**Run 1: selected gate families**

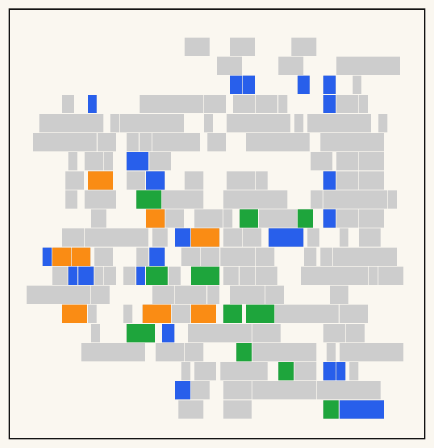
**Run 1: metal 2**

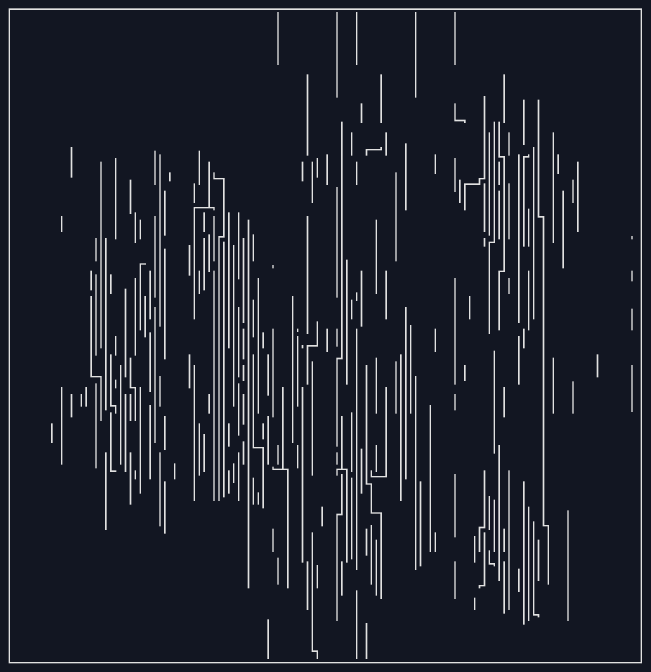
**Run 1: local utilization**

The die is cut into 6 by 6 equal tiles; white is low, dark blue is high, 0 to 100% covered.
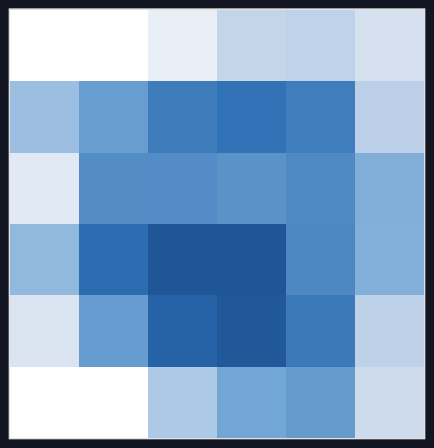
**Run 1: track usage over the die**

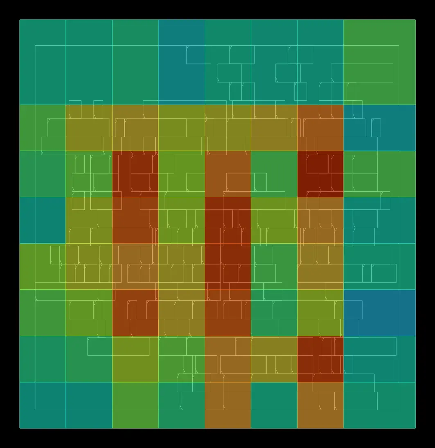
[config.mk]
export PLATFORM = sky130hd
export DESIGN_NAME = uart_tx_frame
export DESIGN_NICKNAME = d
export VERILOG_FILES = /design/src/rtl/uart_pkg.sv /design/src/rtl/uart_baud_gen.sv /design/src/rtl/uart_tx_frame.sv
export SDC_FILE = /design/constraint.sdc
export NUM_CORES = 1
export LEC_CHECK = 0
export CORE_AREA = 2 2 57 59
export CTS_CLUSTER_SIZE = 24
export DETAILED_ROUTE_END_ITERATION = 10
export DIE_AREA = 0 0 59 61
export GPL_ROUTABILITY_DRIVEN = 0
export GPL_TIMING_DRIVEN = 0
export PLACE_DENSITY_LB_ADDON = 0.2
export SYNTH_ARGS = -nofsm -noshare
export SYNTH_HDL_FRONTEND = slang
export SYNTH_SLANG_ARGS = --single-unit
[constraint.sdc]
create_clock -name clk -period 1.9 [get_ports clk]
set_input_delay 0.57 -clock clk [delete_from_list [all_inputs] [get_ports clk]]
set_output_delay 0.57 -clock clk [all_outputs]
set_load 0.02 [all_outputs]
[src/rtl/uart_pkg.sv]
// Shared UART definitions: transmitter FSM states and data-width limits.
// Pure declarations, no logic.
// Used by the transmitter today and by the receiver later.
package uart_pkg;

    localparam int UART_MIN_DATA_BITS = 5;
    localparam int UART_MAX_DATA_BITS = 9;

    typedef enum logic [2:0] {
        IDLE,
        START,
        DATA,
        PARITY,
        STOP
    } uart_tx_state_t;

endpackage

[src/rtl/uart_baud_gen.sv]
// Baud divider: emits a one-cycle bit_tick every CLKS_PER_BIT cycles while enabled.
// The tick is combinational from the counter, on the last cycle of each bit period.
// Held at zero while disabled, so the first period after enable is always full length.
module uart_baud_gen #(
    parameter int CLKS_PER_BIT = 16
) (
    input  logic clk,
    input  logic reset,
    input  logic enable,
    output logic bit_tick
);

    localparam int CW = (CLKS_PER_BIT > 1) ? $clog2(CLKS_PER_BIT) : 1;
    localparam logic [CW-1:0] LAST = CW'(CLKS_PER_BIT - 1);

    logic [CW-1:0] cnt;

    assign bit_tick = enable && (cnt == LAST);

    // Count 0..CLKS_PER_BIT-1 while enabled, wrap on the tick, park at 0 when disabled.
    always_ff @(posedge clk or posedge reset) begin
        if (reset) begin
            cnt <= '0;
        end else if (!enable || bit_tick) begin
            cnt <= '0;
        end else begin
            cnt <= cnt + CW'(1);
        end
    end

endmodule

[src/rtl/uart_tx_frame.sv]
// UART transmitter: start bit, DATA_BITS data LSB-first, optional parity, STOP_BITS stop bits.
// Start bit appears on tx the cycle after accept; frame is (1+DATA_BITS+P+STOP_BITS)*CLKS_PER_BIT cycles.
// in_ready only in IDLE and on the tx_done cycle; parity logic is compiled in with UART_TX_PARITY_EN.
module uart_tx_frame
    import uart_pkg::*;
#(
    parameter int CLKS_PER_BIT = 16,
    parameter int DATA_BITS    = 8,
    parameter int STOP_BITS    = 1
) (
    input  logic                 clk,
    input  logic                 reset,
    input  logic                 in_valid,
    output logic                 in_ready,
    input  logic [DATA_BITS-1:0] in_data,
    input  logic                 parity_en,
    input  logic                 parity_odd,
    output logic                 tx,
    output logic                 busy,
    output logic                 tx_done
);

    localparam int CW = $clog2(DATA_BITS + 1);
    localparam logic [CW-1:0] LAST_DATA = CW'(DATA_BITS - 1);
    localparam logic [CW-1:0] LAST_STOP = CW'(STOP_BITS - 1);

    // Elaboration-time guard on parameter legality.
    initial begin
        if (CLKS_PER_BIT < 2 || CLKS_PER_BIT > 65535)
            $error("uart_tx_frame: CLKS_PER_BIT=%0d out of range 2..65535", CLKS_PER_BIT);
        if (DATA_BITS < UART_MIN_DATA_BITS || DATA_BITS > UART_MAX_DATA_BITS)
            $error("uart_tx_frame: DATA_BITS=%0d out of range", DATA_BITS);
        if (STOP_BITS != 1 && STOP_BITS != 2)
            $error("uart_tx_frame: STOP_BITS=%0d must be 1 or 2", STOP_BITS);
    end

    uart_tx_state_t       state, state_nxt;
    logic [DATA_BITS-1:0] shreg;
    logic [CW-1:0]        bit_cnt;
    logic                 bit_tick;
    logic                 last_data;
    logic                 last_stop;
    logic                 done_cyc;
    logic                 accept;

`ifdef UART_TX_PARITY_EN
    logic par_en_q;
    logic par_bit;
`else
    // Parity inputs exist for interface compatibility only.
    logic unused_parity_cfg;
    assign unused_parity_cfg = parity_en ^ parity_odd;
`endif

    uart_baud_gen #(
        .CLKS_PER_BIT(CLKS_PER_BIT)
    ) u_baud (
        .clk     (clk),
        .reset   (reset),
        .enable  (state != IDLE),
        .bit_tick(bit_tick)
    );

    assign last_data = (bit_cnt == LAST_DATA);
    assign last_stop = (bit_cnt == LAST_STOP);
    assign done_cyc  = (state == STOP) && bit_tick && last_stop;
    assign in_ready  = (state == IDLE) || done_cyc;
    assign accept    = in_valid && in_ready;
    assign busy      = (state != IDLE);
    assign tx_done   = done_cyc;

    // State register.
    always_ff @(posedge clk or posedge reset) begin
        if (reset) state <= IDLE;
        else       state <= state_nxt;
    end

    // Next-state logic; the tx_done cycle can chain straight into a new START.
    always_comb begin
        state_nxt = state;
        case (state)
            IDLE:  if (accept) state_nxt = START;
            START: if (bit_tick) state_nxt = DATA;
            DATA: begin
                if (bit_tick && last_data) begin
`ifdef UART_TX_PARITY_EN
                    state_nxt = par_en_q ? PARITY : STOP;
`else
                    state_nxt = STOP;
`endif
                end
            end
`ifdef UART_TX_PARITY_EN
            PARITY: if (bit_tick) state_nxt = STOP;
`endif
            STOP:  if (done_cyc) state_nxt = accept ? START : IDLE;
            default: state_nxt = IDLE;
        endcase
    end

    // Datapath: capture on accept, then update tx and shift on each bit boundary.
    always_ff @(posedge clk or posedge reset) begin
        if (reset) begin
            tx      <= 1'b1;
            shreg   <= '0;
            bit_cnt <= '0;
`ifdef UART_TX_PARITY_EN
            par_en_q <= 1'b0;
            par_bit  <= 1'b0;
`endif
        end else if (accept) begin
            tx      <= 1'b0;
            shreg   <= in_data;
            bit_cnt <= '0;
`ifdef UART_TX_PARITY_EN
            par_en_q <= parity_en;
            par_bit  <= (^in_data) ^ parity_odd;
`endif
        end else if (bit_tick) begin
            case (state)
                START: begin
                    tx    <= shreg[0];
                    shreg <= shreg >> 1;
                end
                DATA: begin
                    if (last_data) begin
                        bit_cnt <= '0;
`ifdef UART_TX_PARITY_EN
                        tx <= par_en_q ? par_bit : 1'b1;
`else
                        tx <= 1'b1;
`endif
                    end else begin
                        tx      <= shreg[0];
                        shreg   <= shreg >> 1;
                        bit_cnt <= bit_cnt + CW'(1);
                    end
                end
                PARITY: begin
                    tx      <= 1'b1;
                    bit_cnt <= '0;
                end
                STOP: begin
                    tx <= 1'b1;
                    if (last_stop) bit_cnt <= '0;
                    else           bit_cnt <= bit_cnt + CW'(1);
                end
                default: tx <= 1'b1;
            endcase
        end
    end

endmodule

==> flow_metrics.tcl, run 1 <==
# flow metrics
set metrics [dict create \
    pre_cts_ws_ns -0.602 \
    dpl_cell_area_mm2 0.00147 \
    hold_start "u_baud.cnt[0]" \
    failed_checks "negative setup slack" \
    drc 0 \
    synthAoiAreaFrac 0.228 \
    rows 20 \
    warning_count 32 \
    tns_ns -0.378 \
    antenna_found_initial 0 \
    rsz0062_at_grt "yes" \
    hold_viol 0 \
    via_per_inst 5.57 \
    setup_violations 3 \
    fmax_ghz 0.479 \
    reg2reg_from "bit_cnt[0]" \
    place_inst 179 \
    ant_nets 0 \
    cts_buffers 3 \
    grt_max_degree 21 \
    wirelength_um 2860 \
    nets 180 \
    startpoint "bit_cnt[0]" \
    final_area_mm2 0.00166 \
    place_hpwl_um 1930 \
    yosysMostFrequentCell "dfrtp_1" \
    setup_ws_ns -0.187 \
    skew_ns 0.00708 \
    top_cells_by_area "dfrtp_1 (37%), o221ai_1 (4.8%), inv_1 (3.8%), nand3_1 (3.5%), buf_6 (3.5%)" \
    cts-resized-gates 28 \
    grt_overflow 0 \
    avgSynthCellArea_um2 9.73 \
    status "finished, violations left" \
    worstHoldPathType "reg -> reg" \
    simple_gate_share 0.239 \
    path_buffers 2 \
    cts_sinks 20 \
    power.leakage_nw 0.685 \
]
## Picture notes: 'selected gate families'
[NAND gates] blue | cells: 22
[AND and OR gates] green | cells: 11
[AND-OR and OR-AND gates] orange | cells: 8
most instantiated logic cell after routing: dfrtp_1
non-filler cells, final: 196

## Picture notes: 'metal 2'
longest straight run: 34.3 µm
share of all routed wire: 51%
via count: 1091
GR Util met2: 0.290

## Picture notes: 'local utilization'
emptiest ninth of the die: south-west
mean over tiles: 45%
fullest tile: 85%
nearly empty tiles: 11%
densest ninth of the die: center
tiles over 75% full: 14%
floorplan core density: 0.435
Core Region: 0.00295 mm²
Final Util: 0.564

## Picture notes: 'track usage over the die'
global-route met3 utilization: 0.0256
GR Layer Usage met1: 0.233
Total GRT Usage: 0.173
grt peak-use layer: met2

-- run 1: cells in the final DEF (no fill, tap or decap), types with 3 or more instances in the layout --
cell             Yosys  routed
nor2_1               7       7
buf_6                4       7
nand3_1              9       9
nor3_1               4       4
a21oi_1              7       6
o221ai_1             7       7
inv_1               13      11
clkbuf_4             1       4
nand2_1              6       5
dfrtp_1             19      19
a21o_1               3       3
clkdlybuf4s50_1      0      10
buf_4                0      14
-- run 1: cell type report --
type | count | area, µm²
flip-flops and latches | 20 | 502
fillers | 273 | 1290
multi-input cells | 90 | 712
well taps | 33 | 41.3
clock buffers | 4 | 36.3
repair buffers | 28 | 248
inverters | 13 | 48.8
plain buffers | 8 | 76.3
==> run 2: changes to the inputs <==
--- a/config.mk
+++ b/config.mk
@@ -5,13 +5,14 @@
 export SDC_FILE = /design/constraint.sdc
 export NUM_CORES = 1
 export LEC_CHECK = 0
-export CORE_AREA = 2 2 57 59
+export CORE_AREA = 2 2 54 56
 export CTS_CLUSTER_SIZE = 24
 export DETAILED_ROUTE_END_ITERATION = 10
-export DIE_AREA = 0 0 59 61
+export DIE_AREA = 0 0 56 58
 export GPL_ROUTABILITY_DRIVEN = 0
 export GPL_TIMING_DRIVEN = 0
 export PLACE_DENSITY_LB_ADDON = 0.2
 export SYNTH_ARGS = -nofsm -noshare
 export SYNTH_HDL_FRONTEND = slang
+export SYNTH_HIERARCHICAL = 1
 export SYNTH_SLANG_ARGS = --single-unit
**Run 2: metal 2**

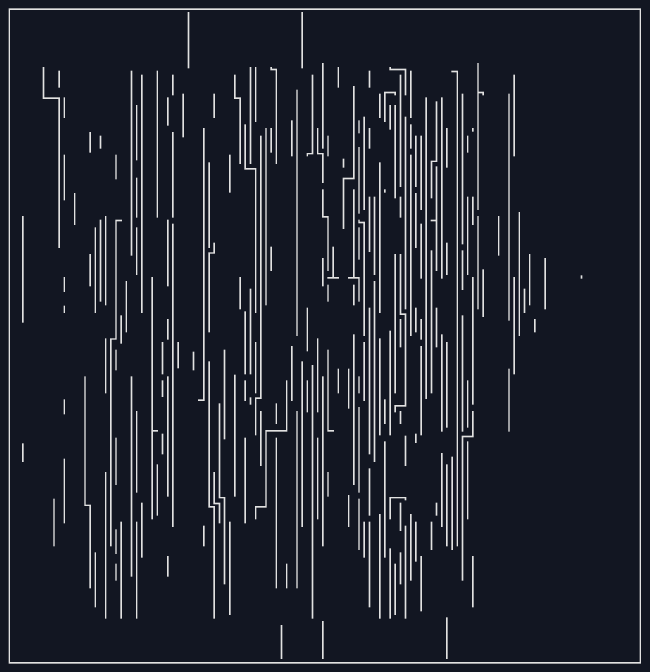
main direction: vertical
longest straight run: 42.2 µm
share of all routed wire: 53%
wire length on this layer: 1560 µm
final wirelength: 2930 µm
GR Util met2: 0.348
via count: 1034

**Run 2: wiring by layer**

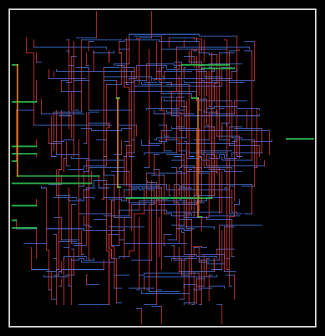
[metal 4] orange | wire length: 58.5 µm
[metal 2] red | wire length: 1560 µm
[metal 1] blue | wire length: 1220 µm
[metal 3] green | wire length: 91.1 µm
wire per inst: 15.9 µm
Total GRT Usage: 0.193

**Run 2: track usage over the die**

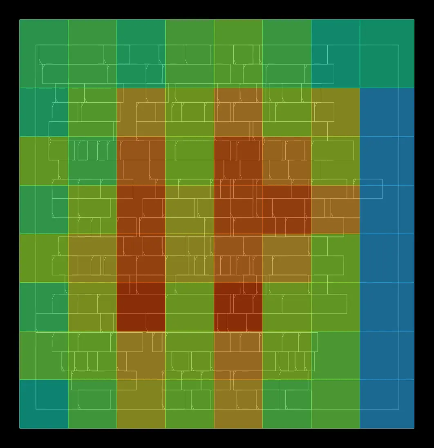
global-route met3 utilization: 0.0179
Final Util: 0.663

==> flow_metrics.tcl, run 2 <==
# flow metrics
set metrics [dict create \
    drc 0 \
    nonClkBufAreaFrac 0.214 \
    reg2reg_from "state[0]" \
    skew_ns 0.00487 \
    ant_nets 0 \
    n_all_inverters 12 \
    failed_checks "negative setup slack" \
    path_buffers 3 \
    grt_use_met1 0.245 \
    worstHoldPathType "in -> async" \
    top_usage_layer "met2" \
    layout.cells.most_common_list "dfrtp_1 (17), buf_4 (17), inv_1 (11), clkdlybuf4s50_1 (10), nor2_1 (7)" \
    cts_buffers 3 \
    biggestCellCategory "combinational gates" \
    setup_ws_ns -0.407 \
    cts-resized-gates 48 \
    mi_logic_area_um2 743 \
    fmax_ghz 0.433 \
    grt_overflow 0 \
    yosysMostFrequentCell "dfrtp_1" \
    cts_sinks 20 \
    warning_count 32 \
    status "finished, violations left" \
    dpl_cell_area_mm2 0.00137 \
    tns_ns -2.77 \
    sh_seq_area 0.286 \
    synthAoiAreaFrac 0.171 \
    multi_input_comb_cells 78 \
    fp_util 0.428 \
    flop_area_um2 504 \
    fill_cells 208 \
    num_tap_cells 31 \
    antenna_found_initial 0 \
    place_hpwl_um 1680 \
    setup_violations 15 \
    final_area_mm2 0.00176 \
    startpoint "state[0]" \
    comb_share 0.421 \
    nClkBuffers 3 \
    top_cells_by_area "dfrtp_1 (42%), a22oi_1 (4.0%), inv_1 (4.0%), ha_1 (3.3%), o21ai_1 (3.1%)" \
    seq_cells 20 \
    rsz0062_at_grt "yes" \
    buffers 39 \
]
## run 2: cell types whose count changed in the layout (fill, tap and decap cells not counted), moves of 3 or more
cell / change
nand3_1: -8
o221ai_1: -7
a21oi_1: -5
a22oi_2: +5
o21ai_1: +5
buf_8: +4
buf_4: +3
mux2_4: +3
## run 2: how the worst min path moves through the flow
stage / from / cells past startpoint / slack (ns) / end
floorplan: reset / 1 / 0.34 / u_baud/cnt[0]
global placement: u_baud/cnt[0] / 1 / 0.47 / u_baud/cnt[0]
detailed placement: u_baud/cnt[3] / 1 / 0.49 / u_baud/cnt[3]
CTS: reset / 2 / 0.46 / u_baud/cnt[2]
global route: reset / 2 / 0.48 / u_baud/cnt[1]
finish: reset / 2 / 0.46 / u_baud/cnt[2]
==> run 3: changes to the inputs <==
==> constraint.sdc (replaced) <==
create_clock -name clk -period 2.8 [get_ports clk]
set_input_delay 0.84 -clock clk [delete_from_list [all_inputs] [get_ports clk]]
set_output_delay 0.84 -clock clk [all_outputs]
set_load 0.02 [all_outputs]
**Run 3: track usage over the die**

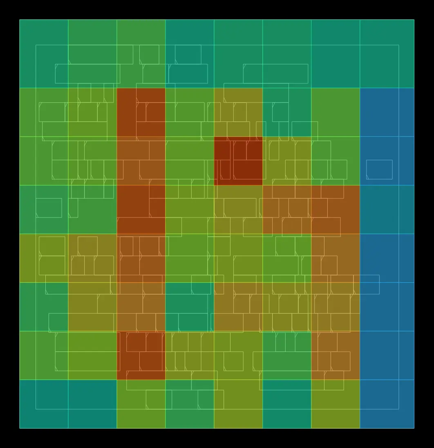
Total GRT Usage: 0.160
GR Util met2: 0.266
wire per inst: 13.3 µm
global-route met3 utilization: 0.0156
GR Layer Usage met1: 0.205

**Run 3: wiring by layer**

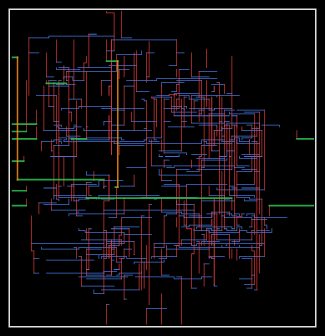
[metal 3] green | wire length: 81.7 µm
[metal 1] blue | wire length: 1070 µm
[metal 4] orange | wire length: 45.6 µm
[metal 2] red | wire length: 1090 µm
via count: 940
final wirelength: 2290 µm

**Run 3: metal 2**

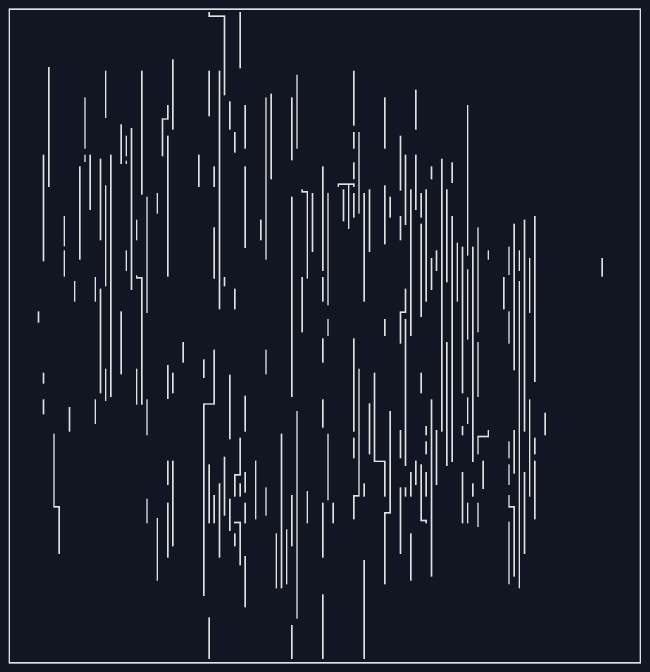
share of all routed wire: 48%
longest straight run: 27.2 µm
main direction: vertical
nets with wire on the layer: 135
wire length on this layer: 1090 µm

==> flow_metrics.tcl, run 3 <==
# flow metrics
set metrics [dict create \
    status "complete, no violations" \
    mi_logic_area_um2 603 \
    fp_util 0.428 \
    fmax_ghz 0.369 \
    setup_ws_ns 0.0863 \
    cpMaxStageDelayCell "or3_4" \
    r2r_end "shreg[4]" \
    ys_chip_area_mm2 0.00114 \
    nClkBuffers 4 \
    min_to "tx" \
    rr_worst_depth 10 \
    fill_cells 256 \
    buffers 27 \
    top_cells_by_area "dfrtp_1 (42%), a22oi_1 (4.0%), inv_1 (4.0%), ha_1 (3.3%), o21ai_1 (3.1%)" \
    dpl_cell_area_mm2 0.00132 \
    hold_start "shreg[0]" \
    yosysMostFrequentCell "dfrtp_1" \
    place_hpwl_um 1620 \
    nonClkBufAreaFrac 0.160 \
    cts_sinks 20 \
    cp-endpoint "in_ready" \
    cellPowerDensity_mw_per_mm2 736 \
    reg2reg_from "state[0]" \
    async_reset_ff_frac 1.00 \
    cts_buffers 3 \
    flop_area_um2 502 \
    period_used_share 0.969 \
    comb_share 0.416 \
    rsz0062_at_grt "no" \
    hold_path_depth 2 \
    grt_overflow 0 \
    antenna_found_initial 0 \
    setup_violations 0 \
    sh_seq_area 0.346 \
    biggestCellCategory "combinational gates" \
    path_max_fanout 10 \
    startpoint "state[0]" \
    seq_cells 20 \
    warning_count 29 \
    top_usage_layer "met2" \
    final_area_mm2 0.00145 \
    worstHoldPathType "reg -> reg" \
    first_global_vias 884 \
    ant_nets 0 \
    fin_util 0.545 \
    layout.cells.most_common_list "dfrtp_1 (19), clkdlybuf4s50_1 (12), buf_4 (11), inv_1 (11), nor2_1 (8)" \
    n_all_inverters 12 \
    path_buffers 4 \
    num_tap_cells 31 \
]
-- run 3: cell counts after synthesis --
Identical to the previous run, type by type.
-- run 3: per-stage QoR --
step / TNS, ns / std cells
after CTS: 0 / 170
after global routing: 0 / 172
after detailed placement: -0.931 / 161
final: 0 / 172
after floorplan: 0 / 116
after global placement: -0.916 / 161
-- run 3: timing repair --
item                                    CTS  global route
pin swaps                                 1             3
resized                                  13            12
endpoints found under the setup margin    4             2
setup buffers                             5             2
-- run 3: metal layers --
layer  part of all wire  vias to the layer above
li1                   -                      472
met1               0.47                      447
met2               0.48                       17
met3              0.035                        4
met4              0.020                        0
met5                  0                        -
